Figure 1. Met1 routing.
The bar under the picture is 20 um long. Supply wires on this layer in grey.
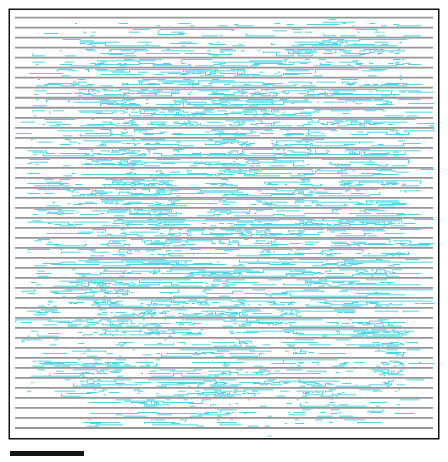
Figure 2. Metal 2.
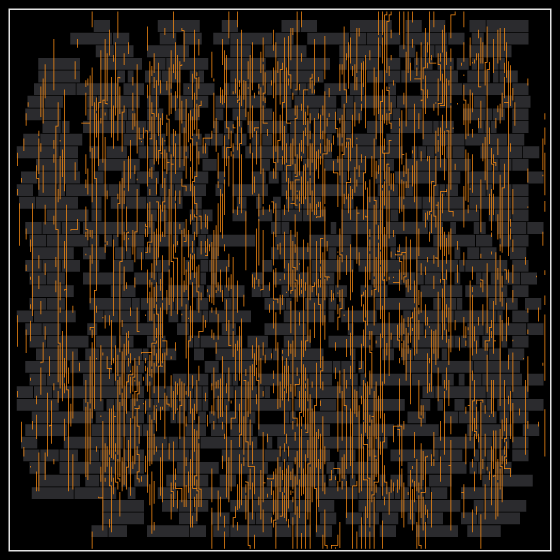
### src/rtl/core_muldiv_pkg.sv
// Shared types for the iterative multiply/divide unit: operation codes,
// controller states and default geometry.
package core_muldiv_pkg;

    localparam int unsigned MD_WIDTH = 32;
    localparam int unsigned MD_CNT_W = 5;

    typedef enum logic [1:0] {
        MD_MULLO = 2'd0,
        MD_MULHI = 2'd1,
        MD_DIV   = 2'd2,
        MD_REM   = 2'd3
    } md_op_e;

    typedef enum logic [1:0] {
        S_IDLE = 2'd0,
        S_RUN  = 2'd1,
        S_DONE = 2'd2
    } md_state_e;

    function automatic logic is_div(input md_op_e op);
        return (op == MD_DIV) || (op == MD_REM);
    endfunction

endpackage

### src/rtl/core_muldiv_if.sv
// Request/response bundle between the execute stage and the mul/div unit.
interface core_muldiv_if #(
    parameter int unsigned WIDTH = 32
) ();

    logic             start;
    logic [1:0]       op;
    logic             flush;
    logic [WIDTH-1:0] a;
    logic [WIDTH-1:0] b;
    logic             busy;
    logic             done;
    logic [WIDTH-1:0] result;

    modport master (
        output start, op, flush, a, b,
        input  busy, done, result
    );

    modport slave (
        input  start, op, flush, a, b,
        output busy, done, result
    );

endinterface

### src/rtl/core_muldiv_ctrl.sv
// Sequencer for the mul/div unit: IDLE/RUN/DONE state, iteration counter,
// busy/done generation and flush handling.
module core_muldiv_ctrl
    import core_muldiv_pkg::*;
#(
    parameter int unsigned WIDTH = MD_WIDTH,
    parameter int unsigned CNT_W = MD_CNT_W
) (
    input  logic clk,
    input  logic rst,
    input  logic start_i,
    input  logic flush_i,
    input  logic fast_i,
    output logic busy_o,
    output logic done_o,
    output logic load_o,
    output logic step_o,
    output logic last_o
);

    md_state_e        state_q, state_d;
    logic [CNT_W-1:0] cnt_q, cnt_d;

    always_ff @(posedge clk or posedge rst) begin
        if (rst) begin
            state_q <= S_IDLE;
            cnt_q   <= '0;
        end else begin
            state_q <= state_d;
            cnt_q   <= cnt_d;
        end
    end

    always_comb begin
        state_d = state_q;
        cnt_d   = cnt_q;
        load_o  = 1'b0;
        step_o  = 1'b0;
        last_o  = 1'b0;
        busy_o  = (state_q == S_RUN);
        done_o  = (state_q == S_DONE);
        case (state_q)
            S_IDLE: begin
                cnt_d = '0;
                // flush wins over a same-cycle start
                if (start_i && !flush_i) begin
                    load_o  = 1'b1;
                    state_d = fast_i ? S_DONE : S_RUN;
                end
            end
            S_RUN: begin
                if (flush_i) begin
                    state_d = S_IDLE;
                    cnt_d   = '0;
                end else begin
                    step_o = 1'b1;
                    if (cnt_q == CNT_W'(WIDTH - 1)) begin
                        last_o  = 1'b1;
                        state_d = S_DONE;
                        cnt_d   = '0;
                    end else begin
                        cnt_d = cnt_q + 1'b1;
                    end
                end
            end
            S_DONE:  state_d = S_IDLE;
            default: state_d = S_IDLE;
        endcase
    end

endmodule

### src/rtl/core_muldiv.sv
// Iterative unsigned multiply (shift-add) / divide (restoring), one bit per cycle.
// The divider datapath exists only when CORE_DIV_EN is defined.
module core_muldiv
    import core_muldiv_pkg::*;
#(
    parameter int unsigned WIDTH = MD_WIDTH,
    parameter int unsigned CNT_W = MD_CNT_W
) (
    input  logic         clk,
    input  logic         rst,
    core_muldiv_if.slave bus
);

    md_op_e             op_in, op_q;
    logic               fast, load, step, last, busy, done;
    logic [WIDTH-1:0]   mcand_q, result_q, result_d;
    logic [2*WIDTH-1:0] prod_q, prod_next;
    logic [WIDTH:0]     mul_sum;
    logic [WIDTH-1:0]   div_q_next, div_r_next;

    assign op_in = md_op_e'(bus.op);

    core_muldiv_ctrl #(
        .WIDTH (WIDTH),
        .CNT_W (CNT_W)
    ) u_ctrl (
        .clk     (clk),
        .rst     (rst),
        .start_i (bus.start),
        .flush_i (bus.flush),
        .fast_i  (fast),
        .busy_o  (busy),
        .done_o  (done),
        .load_o  (load),
        .step_o  (step),
        .last_o  (last)
    );

    // Product register holds {partial sum, remaining multiplier bits}.
    assign mul_sum   = {1'b0, prod_q[2*WIDTH-1:WIDTH]} + (prod_q[0] ? {1'b0, mcand_q} : '0);
    assign prod_next = {mul_sum, prod_q[WIDTH-1:1]};

    always_ff @(posedge clk or posedge rst) begin
        if (rst) begin
            op_q    <= MD_MULLO;
            mcand_q <= '0;
            prod_q  <= '0;
        end else if (load) begin
            op_q    <= op_in;
            mcand_q <= bus.a;
            prod_q  <= {{WIDTH{1'b0}}, bus.b};
        end else if (step) begin
            prod_q  <= prod_next;
        end
    end

`ifdef CORE_DIV_EN
    logic [WIDTH-1:0] dvsr_q, quot_q, rem_q;
    logic [WIDTH:0]   rem_shift, rem_diff;

    // Dividend bits shift out of quot_q as quotient bits shift in.
    assign rem_shift  = {rem_q, quot_q[WIDTH-1]};
    assign rem_diff   = rem_shift - {1'b0, dvsr_q};
    assign div_r_next = rem_diff[WIDTH] ? rem_shift[WIDTH-1:0] : rem_diff[WIDTH-1:0];
    assign div_q_next = {quot_q[WIDTH-2:0], ~rem_diff[WIDTH]};
    assign fast       = is_div(op_in) && (bus.b == '0);

    always_ff @(posedge clk or posedge rst) begin
        if (rst) begin
            dvsr_q <= '0;
            quot_q <= '0;
            rem_q  <= '0;
        end else if (load) begin
            dvsr_q <= bus.b;
            quot_q <= bus.a;
            rem_q  <= '0;
        end else if (step) begin
            quot_q <= div_q_next;
            rem_q  <= div_r_next;
        end
    end
`else
    assign div_q_next = '0;
    assign div_r_next = '0;
    assign fast       = is_div(op_in);
`endif

    always_comb begin
        result_d = result_q;
        if (load && fast) begin
`ifdef CORE_DIV_EN
            result_d = (op_in == MD_DIV) ? '1 : bus.a;
`else
            result_d = '0;
`endif
        end else if (last) begin
            case (op_q)
                MD_MULLO: result_d = prod_next[WIDTH-1:0];
                MD_MULHI: result_d = prod_next[2*WIDTH-1:WIDTH];
                MD_DIV:   result_d = div_q_next;
                MD_REM:   result_d = div_r_next;
                default:  result_d = '0;
            endcase
        end
    end

    always_ff @(posedge clk or posedge rst) begin
        if (rst) result_q <= '0;
        else     result_q <= result_d;
    end

    assign bus.busy   = busy;
    assign bus.done   = done;
    assign bus.result = result_q;

endmodule

### src/flat_wrapper.sv
// flat-port wrapper written by rule: the top's interface ports become plain ports
module core_muldiv_flat import core_muldiv_pkg::*;
#(
    parameter int unsigned WIDTH = MD_WIDTH,
    parameter int unsigned CNT_W = MD_CNT_W
)
  (clk, rst, bus_start, bus_op, bus_flush, bus_a, bus_b, bus_busy, bus_done, bus_result);
  core_muldiv_if #(.WIDTH(WIDTH)) bus_i ();
  input  logic clk;
  input  logic rst;
  input wire logic [$bits(bus_i.start)-1:0] bus_start;
  input wire logic [$bits(bus_i.op)-1:0] bus_op;
  input wire logic [$bits(bus_i.flush)-1:0] bus_flush;
  input wire logic [$bits(bus_i.a)-1:0] bus_a;
  input wire logic [$bits(bus_i.b)-1:0] bus_b;
  output wire logic [$bits(bus_i.busy)-1:0] bus_busy;
  output wire logic [$bits(bus_i.done)-1:0] bus_done;
  output wire logic [$bits(bus_i.result)-1:0] bus_result;
  assign bus_i.start = bus_start;
  assign bus_i.op = bus_op;
  assign bus_i.flush = bus_flush;
  assign bus_i.a = bus_a;
  assign bus_i.b = bus_b;
  assign bus_busy = bus_i.busy;
  assign bus_done = bus_i.done;
  assign bus_result = bus_i.result;
  core_muldiv #(.WIDTH(WIDTH), .CNT_W(CNT_W)) u_core (.clk(clk), .rst(rst), .bus(bus_i));
endmodule
### config.mk
export PLATFORM = sky130hd
export DESIGN_NAME = core_muldiv_flat
export DESIGN_NICKNAME = d
export VERILOG_FILES = /design/src/rtl/core_muldiv_pkg.sv /design/src/rtl/core_muldiv_if.sv /design/src/rtl/core_muldiv_ctrl.sv /design/src/rtl/core_muldiv.sv /design/src/flat_wrapper.sv
export SDC_FILE = /design/constraint.sdc
export NUM_CORES = 1
export LEC_CHECK = 0
export CAP_MARGIN = 25
export CORE_UTILIZATION = 57
export CTS_BUF_LIST = sky130_fd_sc_hd__clkbuf_4 sky130_fd_sc_hd__clkbuf_8
export CTS_CLUSTER_DIAMETER = 120
export DETAILED_ROUTE_END_ITERATION = 6
export PLACE_DENSITY_LB_ADDON = 0.12
export SETUP_SLACK_MARGIN = 0.15
export SLEW_MARGIN = 20
export SYNTH_ARGS = -nofsm -noshare
export SYNTH_HDL_FRONTEND = slang
export SYNTH_SLANG_ARGS = --single-unit
### constraint.sdc
create_clock -name clk -period 5.1 [get_ports clk]
set_input_delay 0.51 -clock clk [delete_from_list [all_inputs] [get_ports clk]]
set_output_delay 0.51 -clock clk [all_outputs]
set_load 0.02 [all_outputs]
==> Slide: Implementation Results <==
Flow Results at a Glance

Min path
  • Min-Delay Path Class: reg -> reg
  • Hold Crit Depth: 2
  • Worst min-delay path endpoint: u_core.bus.result[6]

Synth
  • Fraction of registers with async set/reset: 1.000
  • Mapped cell area: ~7500 um^2
  • Syn avg cell area: between 9 and 10 um^2
  • Syn_nets: approximately 860
  • Yosys cell count: 758
  • Top area contributor share: 0.4601
  • Seq cells post-synth: 137
  • Top-count cell post-synth: dfrtp_1
  • Yosys warning tally: 0
  • Ranking of synthesized cells by area: dfrtp_1 46%, nand2_1 6.8%, ha_1 5.7%
  • Commonest flop: dfrtp_1

Finish
  • Max FFs per register: 64
  • Most frequent logic cell in the layout: dfrtp_1
  • Biggest register: u_core.prod_q
  • Final cell count without fillers: roughly 1000
  • Layout Utilization: 0.7164
  • Filler Cell Count: roughly 960

Drt
  • ANT nets after route: 0
  • Vias per Instance: ~5.9
  • Avg WL per Cell: ~18 um
  • Drt first pass iters: 5

Final timing
  • Unrepaired setup endpoints after global routing: false
  • Final period util: 0.7040
  • Fmax: ~280 MHz
  • Max Clock Skew: around 0.0091 ns
  • Least-Margin Pin Slew: approximately 0.85 ns
  • Final setup violating endpoints: 0

Power and ir drop
  • LEAKAGE: roughly 0.0041 uW
  • Power density of the placed cells: between 300 and 400 nW/um^2

Status
  • Status: complete, no violations

Die
  • Io pins: roughly 100
  • Die W: about 120 um
  • Fp_density: 0.5880
  • Die Area: between 10000 and 15000 um^2
  • CORE AREA: 12670 um^2

Setup path
  • WP depth: 12
  • CP Max Fanout: 33
  • CP arrival: roughly 4.0 ns
  • WP data required: 5.51 ns
  • Crit end category: register
  • Reg2reg path depth: 12
  • Buffers plus inverters on the worst setup path: 1
  • Worst r2r dst: u_core.bus.result[31]
  • CP Cell Sequence: and2_1 > ha_1 > inv_1 > fa_1 > nand2b_1 > a21oi_1 > o21ai_0 > a31oi_1 > a21boi_1 > o2bb2ai_1 > o21ai_1 > o21a_1
  • Worst Setup Start Kind: register
  • Critical Path Max Stage Delay: about 0.9 ns
  • Setup Crit Path Kind: reg -> reg
  • Worst Setup EP: u_core.bus.result[31]
  • Reg-to-Reg Start: u_core.prod_q[0]

CTS
  • # clock sinks: approximately 140
  • Hold buffer count at cts: 0
  • CTS buffer count: 17
  • Clk latency late pin: about 0.46 ns
  • Total number of H-tree levels: 4
  • Resized cells post-CTS: 0
  • Reg clk slew, reported paths: ~0.080 ns

Flow run
  • Number of max-cap violations: 0

GRT
  • First-pass GRT wire length: about 30 mm
  • GRT Util Overall: 0.2922
  • Total gr overflow: 0

Placement
  • Routability Congestion: approximately 0.87
  • Total placed cells including tap cells: 999
## Picture notes: Figure 1
share of all routed wire: 46%
longest straight run: 48.8 um
nets with wire on the layer: 865
wire length on this layer: 8430 um
main direction: horizontal
DRT Wirelength: 18.39 mm
DR vias: 6090
met1 Use GR: 0.4044

## Picture notes: Figure 2
longest straight run: 41.8 um
main direction: vertical
wire length on this layer: 8250 um
met2 GRT Util: 0.4367

==> layout make-up <==
| class | instances | area share |
|---|---|---|
| multi-input combinational | 566 | 0.4163 |
| sequential | 137 | 0.3777 |
| timing repair buffer | 112 | 0.1276 |
| clock buffer | 21 | 0.03046 |
| tap | 172 | 0.02371 |
| clock inverter | 11 | 0.01861 |
| inverter | 13 | 0.005651 |
==> kinds of logic after synthesis <==
| family | count (synthesis) | synth area share |
|---|---|---|
| buffers and inverters | 55 | 0.03527 |
| xor gates and xnor gates | 25 | 0.02939 |
| AOI/OAI and AO/OA | 209 | 0.1888 |
| DFF | 137 | 0.4601 |
| and+or+nand+nor | 249 | 0.1567 |
| muxes | 48 | 0.07003 |
| adders and majority gates | 35 | 0.05978 |
==> per-stage QoR <==
stage	power (uW)	area [um^2]	setup slack, ns	hold slack [ns]
global route	3380	9077	1.120	0.5220
floorplan	1956	7451	0.9222	0.4547
finish	3209	9077	1.509	0.4934
global placement	2161	8562	1.684	0.4696
CTS	3204	9050	1.508	0.4958
detailed placement	2203	8605	1.533	0.4787
==> worst register-to-register path, delay by kind of cell (launching register included) <==
| kind | cells | cell delay (ns) |
|---|---|---|
| compound gates | 7 | 1.61 |
| fa+ha+maj | 2 | 0.56 |
| buf+inv | 1 | 0.06 |
| flops | 1 | 0.90 |
| simple gates | 2 | 0.43 |
==> report_power, final <==
group / switching, uW / internal (uW) / total (uW)
sequential: 132 / 1240 / 1380
clock: 435 / 570 / 1000
combinational: 472 / 356 / 828
==> routing by layer <==
metal / part of all wire / global-route usage / up-vias
met1: 0.46 / 0.4044 / 2967
met4: 0.014 / 0.09487 / 0
li1: - / - / 2884
met2: 0.45 / 0.4367 / 219
met5: 0 / 0 / -
met3: 0.079 / 0.09289 / 20
Power figures rest on the tool's default switching activity, not on a simulated workload.
